[config.mk]
export PLATFORM = sky130hd
export DESIGN_NAME = syzygy_dac_tx_framer
export DESIGN_NICKNAME = d
export VERILOG_FILES = /design/src/rtl/syzygy_dac_tx_framer.sv
export SDC_FILE = /design/constraint.sdc
export NUM_CORES = 1
export LEC_CHECK = 0
export CAP_MARGIN = 10
export CORE_ASPECT_RATIO = 1.5
export CORE_MARGIN = 2
export CORE_UTILIZATION = 50
export CTS_CLUSTER_DIAMETER = 60
export DETAILED_ROUTE_END_ITERATION = 6
export GPL_ROUTABILITY_DRIVEN = 0
export PLACE_DENSITY = 0.68
export REMOVE_ABC_BUFFERS = 1
export SLEW_MARGIN = 20
export SYNTH_ARGS = -nofsm -noshare
export SYNTH_HDL_FRONTEND = slang
export SYNTH_SLANG_ARGS = --single-unit
[constraint.sdc]
create_clock -name clk -period 10.28 [get_ports clk]
set_input_delay 2.056 -clock clk [delete_from_list [all_inputs] [get_ports clk]]
set_output_delay 2.056 -clock clk [all_outputs]
set_load 0.02 [all_outputs]
[src/rtl/syzygy_dac_tx_framer.sv]
// ---------------------------------------------------------------------------
// syzygy_dac_tx_framer
//
// Transmit framer for a SYZYGY DAC. It runs in the divided (1/4-rate) fabric
// clock that feeds the OSERDES. The framer buffers sample words and holds the
// serializers in reset after reset release. It then sends a training pattern
// for DAC-side alignment. After training it streams samples and fills with
// midscale when the FIFO runs empty.
//
// Optional build macro:
//   SYZYGY_DAC_TX_TWOS_COMP_EN - input samples are two's complement; the MSB of
//   each streamed sample is inverted to give offset binary. Training and
//   midscale words are never converted.
//
// Ports:
//   clk            divided fabric clock (OSERDES CLKDIV domain)
//   reset_n        asynchronous active-low reset
//   enable         stream enable; low sends PRIME/STREAM to IDLE
//   train_req      level-sensitive (re)training request, beats enable
//   s_tdata        four samples, sample 0 in the LSBs (first on the wire)
//   s_tvalid       input word valid
//   s_tready       FIFO can accept (low when full and in RST_HOLD)
//   dac_word       registered OSERDES parallel data
//   dci_pattern    forwarded-clock OSERDES pattern
//   oserdes_rst    serializer reset
//   streaming      high in STREAM
//   underflow_cnt  saturating count of STREAM cycles with an empty FIFO
//   fifo_level     exact FIFO occupancy
//   fsm_state      current FSM state, for debug and checkers
//
// Handshake: a word transfers on a rising clk edge where s_tvalid and s_tready
// are both high. A source that sees s_tready low must hold s_tvalid and
// s_tdata stable until the transfer.
// ---------------------------------------------------------------------------
module syzygy_dac_tx_framer #(
    parameter int                    DATA_WIDTH    = 12,
    parameter int                    FIFO_DEPTH    = 16,
    parameter int                    FILL_LEVEL    = 8,
    parameter int                    RST_CYCLES    = 8,
    parameter int                    TRAIN_LEN     = 64,
    parameter logic [DATA_WIDTH-1:0] TRAIN_PATTERN = 12'hA5C
) (
    input  logic                          clk,
    input  logic                          reset_n,
    input  logic                          enable,
    input  logic                          train_req,
    input  logic [4*DATA_WIDTH-1:0]       s_tdata,
    input  logic                          s_tvalid,
    output logic                          s_tready,
    output logic [4*DATA_WIDTH-1:0]       dac_word,
    output logic [7:0]                    dci_pattern,
    output logic                          oserdes_rst,
    output logic                          streaming,
    output logic [15:0]                   underflow_cnt,
    output logic [$clog2(FIFO_DEPTH):0]   fifo_level,
    output logic [2:0]                    fsm_state
);

    localparam int AW      = $clog2(FIFO_DEPTH);
    localparam int WW      = 4 * DATA_WIDTH;
    localparam int CNT_TOP = (RST_CYCLES > TRAIN_LEN) ? RST_CYCLES : TRAIN_LEN;
    localparam int CW      = $clog2(CNT_TOP + 1);

    localparam logic [DATA_WIDTH-1:0] MID_SAMPLE = {1'b1, {(DATA_WIDTH-1){1'b0}}};
    localparam logic [WW-1:0]         MID_WORD   = {4{MID_SAMPLE}};
    localparam logic [WW-1:0]         TRAIN_WORD = {4{TRAIN_PATTERN}};
    localparam logic [CW-1:0]         CNT_MAX    = '1;

    typedef enum logic [2:0] {
        RST_HOLD = 3'd0,
        TRAIN    = 3'd1,
        IDLE     = 3'd2,
        PRIME    = 3'd3,
        STREAM   = 3'd4
    } state_t;

    state_t        state, state_next;
    logic [CW-1:0] cnt;
    logic [WW-1:0] mem [FIFO_DEPTH];
    logic [AW:0]   wr_ptr, rd_ptr;
    logic          full, empty, wr_en, rd_en, flush;
    logic [WW-1:0] pipe_word;
    logic [WW-1:0] rd_word;

    // ---------------- FSM ----------------
    always_ff @(posedge clk or negedge reset_n) begin
        if (!reset_n) begin
            state <= RST_HOLD;
        end else begin
            state <= state_next;
        end
    end

    always_comb begin
        state_next = state;
        case (state)
            RST_HOLD: if (cnt == CW'(RST_CYCLES - 1)) state_next = TRAIN;
            TRAIN: begin
                if (!train_req && cnt >= CW'(TRAIN_LEN - 1))
                    state_next = enable ? PRIME : IDLE;
            end
            IDLE: begin
                if (train_req)   state_next = TRAIN;
                else if (enable) state_next = PRIME;
            end
            PRIME: begin
                if (train_req)                          state_next = TRAIN;
                else if (!enable)                       state_next = IDLE;
                else if (fifo_level >= (AW+1)'(FILL_LEVEL)) state_next = STREAM;
            end
            STREAM: begin
                if (train_req)    state_next = TRAIN;
                else if (!enable) state_next = IDLE;
            end
            default: state_next = RST_HOLD;
        endcase
    end

    // Cycles spent in the current state; restarts on every state change, so a
    // train_req held inside TRAIN does not restart the training count.
    always_ff @(posedge clk or negedge reset_n) begin
        if (!reset_n) begin
            cnt <= '0;
        end else if (state_next != state) begin
            cnt <= '0;
        end else if (cnt != CNT_MAX) begin
            cnt <= cnt + 1'b1;
        end
    end

    // ---------------- FIFO ----------------
    assign fifo_level = wr_ptr - rd_ptr;
    assign full       = (fifo_level == (AW+1)'(FIFO_DEPTH));
    assign empty      = (fifo_level == '0);
    assign s_tready   = (state != RST_HOLD) && !full;
    assign wr_en      = s_tvalid && s_tready;
    assign rd_en      = (state == STREAM) && !empty;
    // Entering TRAIN discards everything queued, including a word written on
    // the same edge.
    assign flush      = (state_next == TRAIN) && (state != TRAIN);

    always_ff @(posedge clk or negedge reset_n) begin
        if (!reset_n) begin
            wr_ptr <= '0;
            rd_ptr <= '0;
        end else if (flush) begin
            wr_ptr <= '0;
            rd_ptr <= '0;
        end else begin
            if (wr_en) wr_ptr <= wr_ptr + 1'b1;
            if (rd_en) rd_ptr <= rd_ptr + 1'b1;
        end
    end

    always_ff @(posedge clk) begin
        if (wr_en) mem[wr_ptr[AW-1:0]] <= s_tdata;
    end

`ifdef SYZYGY_DAC_TX_TWOS_COMP_EN
    // MID_WORD has exactly the sample MSBs set, so XOR flips each sign bit.
    assign rd_word = mem[rd_ptr[AW-1:0]] ^ MID_WORD;
`else
    assign rd_word = mem[rd_ptr[AW-1:0]];
`endif

    // ---------------- Output pipeline ----------------
    // Two register stages from the FIFO to the pins. A word written into an
    // empty FIFO during STREAM is read one edge later and reaches dac_word on
    // the edge after that.
    always_ff @(posedge clk or negedge reset_n) begin
        if (!reset_n) begin
            pipe_word     <= MID_WORD;
            dac_word      <= MID_WORD;
            underflow_cnt <= '0;
        end else begin
            dac_word <= pipe_word;
            case (state)
                TRAIN:   pipe_word <= TRAIN_WORD;
                STREAM:  pipe_word <= empty ? MID_WORD : rd_word;
                default: pipe_word <= MID_WORD;
            endcase
            if (state == STREAM && empty && underflow_cnt != 16'hFFFF)
                underflow_cnt <= underflow_cnt + 16'd1;
        end
    end

    assign oserdes_rst = (state == RST_HOLD);
    assign streaming   = (state == STREAM);
    // One DDR edge per bit slot once the serializers are out of reset.
    assign dci_pattern = (state == RST_HOLD) ? 8'h00 : 8'h55;
    assign fsm_state   = state;

endmodule
Figure 1. I/O nets highlighted.
The bar under the picture is 50 µm long.
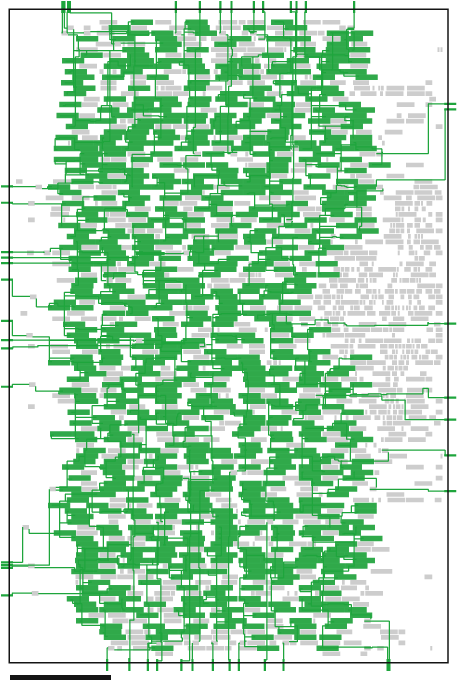
| color | port | bits | direction | edge | end cells | buffers | wire |
|---|---|---|---|---|---|---|---|
| green | s_tdata | 48 | input | 14 north, 14 west, 13 south, 7 east | 768 | 48 | 8,710 µm |

Figure 2. Power grid.
The bar under the picture is 50 µm long. Pins as bars on the die edge. Tap cells in gray.
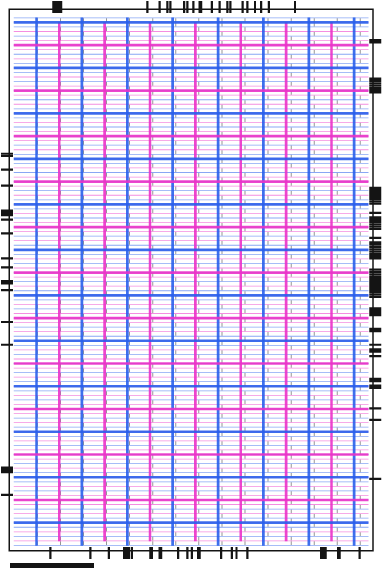
| color | net |
|---|---|
| blue | VSS |
| magenta | VDD |
met5 straps: 23
met4 straps: 15
met1 rails: 117
tap cells: 885
signal pins: 136

Figure 3. Cells colored by class.
Fill, decap, tap and diode cells in gray.
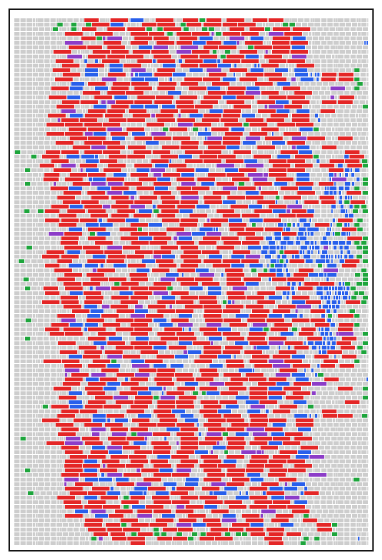
| color | class | cells |
|---|---|---|
| red | flops | 900 |
| purple | clock drivers and dummy loads | 149 |
| green | other buffers and delay cells | 146 |
| blue | all other logic | 522 |

Figure 4. Wire density map.
22 x 32 tiles, from dark blue (low) to red (high), scaled to the fullest tile. Values are wire area over tile area, all layers added.
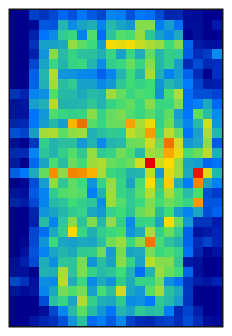
nearly empty tiles: 8.5%
densest ninth of the die: center
fullest tile: 0.43
tiles over half the peak: 25%
mean over tiles: 0.15

Figure 5. Cell placement.
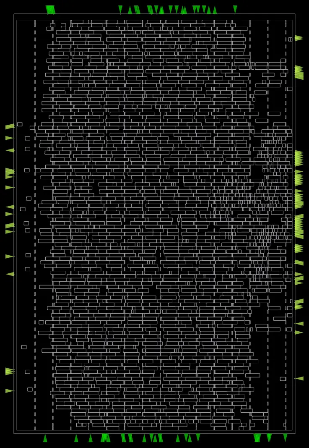
number of rows created at floorplan: 116
core area: 66,910 µm²

==> flip-flops by register name, indices dropped and copies added, names as in the netlist <==
register / count
underflow_cnt: 16
rd_ptr: 5
wr_ptr: 5
pipe_word: 48
fsm_state: 3
dac_word: 48
cnt: 7
mem: 768
==> power breakdown <==
group	switching (µW)	internal, µW	total, µW
Sequential	192	4370	4560
Combinational	1020	898	1920
Clock	1310	1800	3110
==> kinds of logic after synthesis <==
kind of cell    after synthesis  share of synthesized area
flops                       900                     0.7779
other cells                   1                  0.0001106
mux                         244                     0.1607
fa+ha+maj                    12                   0.004649
simple gates                132                    0.02225
compound gates               67                    0.01232
buf+inv                     115                    0.01469
xor+xnor                     27                   0.007417
==> metrics.sh <==
FLOPS=900
SYNTH.TOP_CELLS.BY_COUNT='768 x sky130_fd_sc_hd__edfxtp_1, 240 x sky130_fd_sc_hd__mux4_2, 124 x sky130_fd_sc_hd__dfrtp_1'
POST_CTS_HOLD_BUFFER_COUNT=0
STATUS='finished clean'
PERIOD_MINUS_SLACK_NS=6.037
WORSTPATHCELLLIST='inv_1 > ha_1 > nor2_1 > a21oi_1 > mux2i_2 > nor2_1 > nor2_1 > clkdlybuf4s50_1'
DIE_H_UM=322.9
SYNTH-CELLS-YOSYS=1498
ANTENNA_LEFT=0
CLOCK_LATENCY_NS=0.63
COMBAREAFRACTION=0.1832
YS_SEQ_SHARE=0.7779
R2R-END='mem[11][43]$_DFFE_PP_'
POST_CTS_RESIZE_COUNT=0
N_ANTENNA_CELL=1
PATH_COMMON_CELL='sky130_fd_sc_hd__nor2_1'
FRACTION_OF_FINAL_LAYOUT_CELLS_WITH_DRIVE_STRENGTH_GREATER_THAN_1=0.2487
GR-USAGE-MET1=0.2652
DP_HPWL_MM=32.80
CRIT_END='s_tready'
NONCLOCKINVERTERCOUNT=36
CRIT_PATH_START_KIND='register'
SETUP.WORST_PATH.END_CLASS='output pin'
DPL.CELL_COUNT=2453
PATH_CLK_SLEW_NS=0.07
TOTAL_CONGESTION_OVERFLOW=0
BUFFERS_EXCL_CLOCK=146
MET3_LENGTH_MM=3.467
GRT_MAX_DEGREE=84
CLOCK_TREE.ROOT_CELL='sky130_fd_sc_hd__clkbuf_16'
CRITICAL_PATH_CELL_COUNT=8
CP_DATA_REQUIRED_TIME_NS=8.22
LAY_TOP_COUNT='sky130_fd_sc_hd__edfxtp_1'
FLOORPLAN.DIE_AREA_UM2=69960
CLOCKNETWORKAREASHARE=0.07085
HOLD-PATH-CELL-COUNT=0
ACHIEVABLE-FREQUENCY_MHz=165.7
DRTPASS1ITERATIONS=5
SYNTH_FLOPS=900
FINAL.PERIOD_UTILIZATION=0.5872
SYNTH-EDFF-COUNT=768
MEASURED_SLEW_AT_THE_WORST_SLEW_CHECK_PIN_NS=1.095
TIMING.FINAL.WS_SETUP_NS=4.243
GROUTE.LAYER.MET3.USAGE=0.02755
LAYOUT.CELLS.MOST_COMMON_LIST='768 x sky130_fd_sc_hd__edfxtp_1, 240 x sky130_fd_sc_hd__mux4_2, 130 x sky130_fd_sc_hd__clkdlybuf4s50_1'
WELL_TAP_COUNT=885
ROUTE.TOP_LAYER_USED='met5'
POSTPLACECELLAREA_UM2=36190
CP.ARRIVAL_NS=3.98
LAYOUT.CELLS.LARGEST_CLASS='registers'
YS.FLOP_TYPE='sky130_fd_sc_hd__edfxtp_1'
MIN_TO='dac_word[39]$_DFF_PN0_'
NUMCTSBUFFERS=80
DETAILEDPLACE.WORSTSLACK_NS=4.889
TOP_CELLS_BY_AREA='sky130_fd_sc_hd__edfxtp_1 68%, sky130_fd_sc_hd__mux4_2 16%, sky130_fd_sc_hd__dfrtp_1 9.2%, sky130_fd_sc_hd__dfstp_2 0.62%, sky130_fd_sc_hd__nor2b_1 0.50%'
N_FILL_CELL=4718
POST_SYNTH_INSTANCE_AREA_UM2=33910
POWER_PER_CELL_AREA_nW_PER_UM2=246.2
FP-UTILIZATION=0.5068
DRT_ITER0_MARKERS=1535
LOG.WARNING_COUNT=28
DISTINCT_LIB_CELLS_USED=57
DETAIL_ROUTE.WIRELENGTH.MET1_MM=27.69
DETAILROUTE.VIA_COUNT=15250
WORST_PATH_MAX_DELAY_CELL='sky130_fd_sc_hd__dfrtp_4'
WORST_HOLD_SLACK_NS=0.3446
INSTANCES_NO_FILL=2603
POST_SYNTH.CELL_AREA_AVG_UM2=22.64
DIE_W_UM=216.6
SEQ_AREA_FRAC=0.6773
YS_CHIP_AREA_UM2=33910
FLOW.AREA_GROWTH_FROM_SYNTHESIS_PCT=14.89
WORST-R2R-CELL-COUNT=8
HOLD_PATH_STARTPOINT='pipe_word[39]$_DFF_PN0_'
MAX_CAP_VIOL_COUNT=0
FINAL_HOLD_VIOS=0
RSZ_0062_RAISED_AFTER_GLOBAL_ROUTING='false'
SYNTH_LARGEST_TYPE_AREA_FRACTION=0.6801
PORTBUFFERS=131
SEQUENTIAL_CELL_AREA_UM2=26390
DETAIL_ROUTE.DRC_VIOLATIONS=0
FIRST_GLOBAL_VIAS=15980
CLOCK_BUFFER_COUNT=105
CRITPATHMAXFANOUT=52
MULTI_INPUT_COMB_CELLS=486
WORSTPATHBUFFERINVERTERCOUNT=2
GLOBALROUTE.BUSIESTLAYER='met2'
GR-USAGE-ALL-LAYERS=0.1984
SYN_INST=1498
LEAKAGEPOWER_uW=0.01249
WIRE_PER_INST_UM=26.05
WORST_PATH_LARGEST_CELL_DELAY_NS=1.09
CTS-ROOT-TO-SINK-BUFFERS=3
TRITONCTS='done'
GRT_PASS1_WL_MM=101.5
NETLIST.TOP_CELL.BY_INSTANCES='sky130_fd_sc_hd__edfxtp_1'
COMBGATEAREA_UM2=7138
FIN_NETS=1715
TIMING.SETUP.CRITICAL_PATH_CLASS='reg -> out'
TIMING.MAX_SLEW.REL_SLACK=0.2700
IOPINCOUNT=136
GRTUSAGEMET2=0.3382
P_TOTAL_uW=9590
CLOCK_SINKS=900
POST_ROUTE_CLOCK_SKEW_NS=0.01810
Power figures rest on the tool's default switching activity, not on a simulated workload.
